<file path="src/rtl/btb_lru_predictor.sv">
// rtl/btb_lru_predictor.sv - fully-associative BTB with saturating direction counters and true-LRU replacement
module btb_lru_predictor #(
    parameter int ENTRIES = 8,
    parameter int AW      = 32,
    parameter int CTR_W   = 2,
    parameter int PC_STEP = 1,
    parameter int STAT_W  = 16
) (
    input  logic                       clk,
    input  logic                       rst,
    input  logic                       flush,
    input  logic [AW-1:0]              lk_pc,
    output logic                       lk_hit,
    output logic [$clog2(ENTRIES)-1:0] lk_idx,
    output logic                       lk_taken,
    output logic [AW-1:0]              pc_pred,
    input  logic                       upd_valid,
    input  logic [AW-1:0]              upd_pc,
    input  logic                       upd_taken,
    input  logic [AW-1:0]              upd_target,
    input  logic                       upd_mispred,
    input  logic                       clr_stats,
    output logic [STAT_W-1:0]          stat_updates,
    output logic [STAT_W-1:0]          stat_mispred
);

    localparam int IW = $clog2(ENTRIES);
    localparam logic [CTR_W-1:0] CTR_INIT = CTR_W'(1) << (CTR_W - 1);
    localparam logic [CTR_W-1:0] CTR_MAX  = '1;
    localparam logic [IW-1:0]    AGE_LRU  = IW'(ENTRIES - 1);

    logic [ENTRIES-1:0] valid;
    logic [CTR_W-1:0]   ctr    [ENTRIES];
    logic [AW-1:0]      tag    [ENTRIES];
    logic [AW-1:0]      target [ENTRIES];
    logic [IW-1:0]      age    [ENTRIES];

    logic          upd_hit;
    logic [IW-1:0] upd_idx;
    logic          have_free;
    logic [IW-1:0] free_idx;
    logic [IW-1:0] lru_idx;
    logic [IW-1:0] prom_idx;
    logic [IW-1:0] prom_age;
    logic          accept;
    logic          promote;

    // Downward scans so the lowest matching index is the one left standing.
    always_comb begin
        lk_hit    = 1'b0;
        lk_idx    = '0;
        upd_hit   = 1'b0;
        upd_idx   = '0;
        have_free = 1'b0;
        free_idx  = '0;
        lru_idx   = '0;
        for (int i = ENTRIES - 1; i >= 0; i--) begin
            if (valid[i] && tag[i] == lk_pc) begin
                lk_hit = 1'b1;
                lk_idx = IW'(i);
            end
            if (valid[i] && tag[i] == upd_pc) begin
                upd_hit = 1'b1;
                upd_idx = IW'(i);
            end
            if (!valid[i]) begin
                have_free = 1'b1;
                free_idx  = IW'(i);
            end
            if (age[i] == AGE_LRU) begin
                lru_idx = IW'(i);
            end
        end
    end

    assign lk_taken = lk_hit & ctr[lk_idx][CTR_W-1];
    assign pc_pred  = lk_taken ? target[lk_idx] : lk_pc + AW'(PC_STEP);

    assign accept   = upd_valid & ~flush;
    assign promote  = accept & (upd_hit | upd_taken);
    assign prom_idx = upd_hit ? upd_idx : (have_free ? free_idx : lru_idx);
    assign prom_age = age[prom_idx];

    always_ff @(posedge clk or posedge rst) begin
        if (rst) begin
            valid <= '0;
            for (int i = 0; i < ENTRIES; i++) begin
                ctr[i]    <= CTR_INIT;
                tag[i]    <= '0;
                target[i] <= '0;
                age[i]    <= IW'(i);
            end
        end else if (flush) begin
            valid <= '0;
            for (int i = 0; i < ENTRIES; i++) begin
                age[i] <= IW'(i);
            end
        end else if (accept) begin
            if (upd_hit) begin
                if (upd_taken) begin
                    if (ctr[upd_idx] != CTR_MAX) ctr[upd_idx] <= ctr[upd_idx] + CTR_W'(1);
                    target[upd_idx] <= upd_target;
                end else if (ctr[upd_idx] != '0) begin
                    ctr[upd_idx] <= ctr[upd_idx] - CTR_W'(1);
                end
            end else if (upd_taken) begin
                valid[prom_idx]  <= 1'b1;
                tag[prom_idx]    <= upd_pc;
                target[prom_idx] <= upd_target;
                ctr[prom_idx]    <= CTR_INIT;
            end
            // Younger entries age by one so ages stay a permutation.
            if (promote) begin
                for (int i = 0; i < ENTRIES; i++) begin
                    if (IW'(i) == prom_idx) age[i] <= '0;
                    else if (age[i] < prom_age) age[i] <= age[i] + IW'(1);
                end
            end
        end
    end

    always_ff @(posedge clk or posedge rst) begin
        if (rst) begin
            stat_updates <= '0;
            stat_mispred <= '0;
        end else if (clr_stats) begin
            stat_updates <= '0;
            stat_mispred <= '0;
        end else if (accept) begin
            if (stat_updates != '1) stat_updates <= stat_updates + STAT_W'(1);
            if (upd_mispred && stat_mispred != '1) stat_mispred <= stat_mispred + STAT_W'(1);
        end
    end

endmodule

</file>
<file path="config.mk">
export PLATFORM = sky130hd
export DESIGN_NAME = btb_lru_predictor
export DESIGN_NICKNAME = d
export VERILOG_FILES = /design/src/rtl/btb_lru_predictor.sv
export SDC_FILE = /design/constraint.sdc
export NUM_CORES = 2
export LEC_CHECK = 0
export ABC_AREA = 0
export CAP_MARGIN = 40
export CORE_MARGIN = 8
export CORE_UTILIZATION = 40
export CTS_CLUSTER_DIAMETER = 50
export CTS_CLUSTER_SIZE = 16
export DETAILED_ROUTE_END_ITERATION = 8
export GPL_TIMING_DRIVEN = 0
export PLACE_DENSITY_LB_ADDON = 0.1
export SYNTH_ARGS = -nofsm -noshare
export SYNTH_HDL_FRONTEND = slang
export SYNTH_SLANG_ARGS = --single-unit
</file>
<file path="constraint.sdc">
create_clock -name clk -period 19.3 [get_ports clk]
set_input_delay 3.86 -clock clk [delete_from_list [all_inputs] [get_ports clk]]
set_output_delay 3.86 -clock clk [all_outputs]
set_load 0.01 [all_outputs]
</file>
==> Changelog: implementation <==
### Metrics

* Status: finished clean
* Max-area cell share at 41.4%
* Most common logic cells in the final layout: 572 x dfrtp_1, 517 x mux2_2, 331 x xor2_1
* Flop pwr share at 38.7%
* Dominant logic cell type in the layout: dfrtp_1
* Fraction of registers with async set/reset at 100%
* Final setup vio count at 0
* Top cells by count, synth: 572 x dfrtp_1, 517 x mux2_2, 331 x xor2_1
* WS Path Type: in2out
* Clk ins delay skew pair at about 0.66 ns
* Least-Margin Pin Slew at roughly 0.96 ns
* Synthesis Warnings at 0
* Multi-input combinational area share at about 45%
* Registers, synthesis at between 500 and 600
* Total track usage at 28.3%
* Repair and plain buffers at roughly 420
* Nets at 3516
* Leading power group: clock
* Layout area overhead at 21.0%
* Dominant class by area: multi-input combinational cells
* Post-DRT Antenna Nets at 0
* Post-Route Utilization at roughly half
* Met2 GRT Util at a little under half
* RD Place Congestion at between 0.9 and 1
* Max Buffers Root-to-Sink at 3
* Cells after synthesis at 3069
* Total gr overflow at 0
* Critical Path AT at between 10 and 15 ns
* Antenna diode count at 2
* Synth top area cells: dfrtp_1 41%, mux2_2 17%, xor2_1 8.4%
## worst paths after layout
check                                    to      start  cells past startpoint
min reg2reg                          ctr[6]     ctr[6]                      2
max                             pc_pred[28]  lk_pc[10]                     16
min                                  ctr[6]     ctr[6]                      2
max reg2reg                         age[22]   tag[254]                     18
max in group asynchronous  stat_updates[12]        rst                      7
min in group asynchronous          tag[166]        rst                      2
## kinds of logic after synthesis
| logic type | after synthesis | share of synthesized area [%] |
|---|---|---|
| AOI/OAI and AO/OA | 197 | 3.78 |
| buffers and inverters | 231 | 2.92 |
| DFF | 592 | 42.9 |
| and+or+nand+nor | 665 | 10.2 |
| xor gates and xnor gates | 560 | 14.2 |
| muxes | 795 | 24.9 |
| adders and majority gates | 29 | 1.05 |
Fig. 1: pin placement
(1.5 px per micron) Pins as bars across the die edge, other pins in gray.
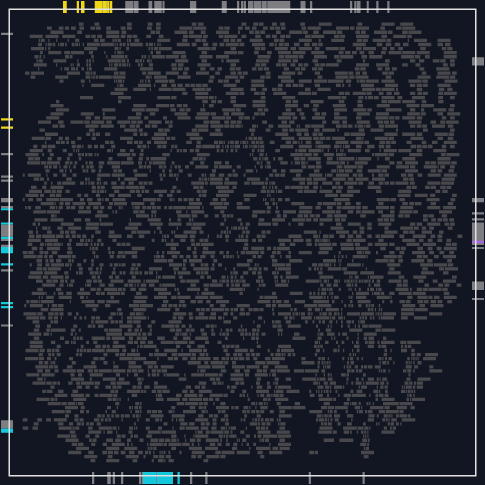
[cyan] upd_pc | pins: 32 | direction: input | edge: 21 bottom, 11 left
[yellow] stat_mispred | pins: 16 | direction: output | edge: 14 top, 2 left
[purple] lk_taken | pins: 1 | direction: output | edge: right

Fig. 2: signal wires on met2
(1.5 px per micron)
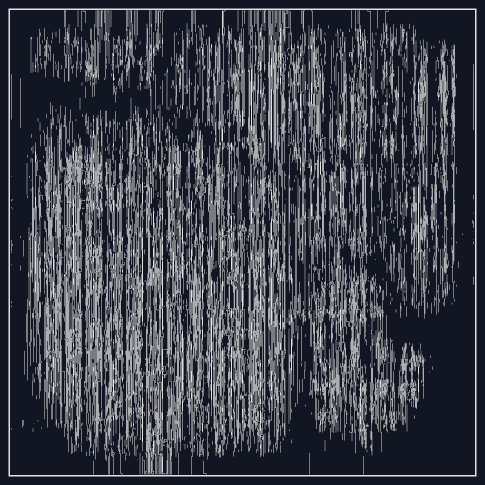
share of all routed wire: 46%
wire length on this layer: 64.1 mm
longest straight run: 172 microns
main direction: vertical
nets with wire on the layer: 3161

Fig. 3: wiring by layer
(1 px per micron) Two of the layers only.
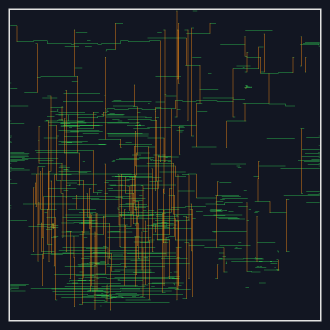
[orange] metal 4 | wire length: 6940 microns
[green] metal 3 | wire length: 8930 microns

Fig. 4: placement view
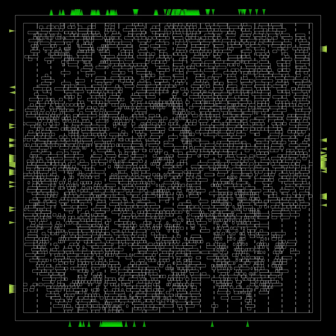
Final Non-Filler Cells: 4616
fill cell total of the finished layout: 8022
registers: 592

Power and IR drop assume default switching activity.
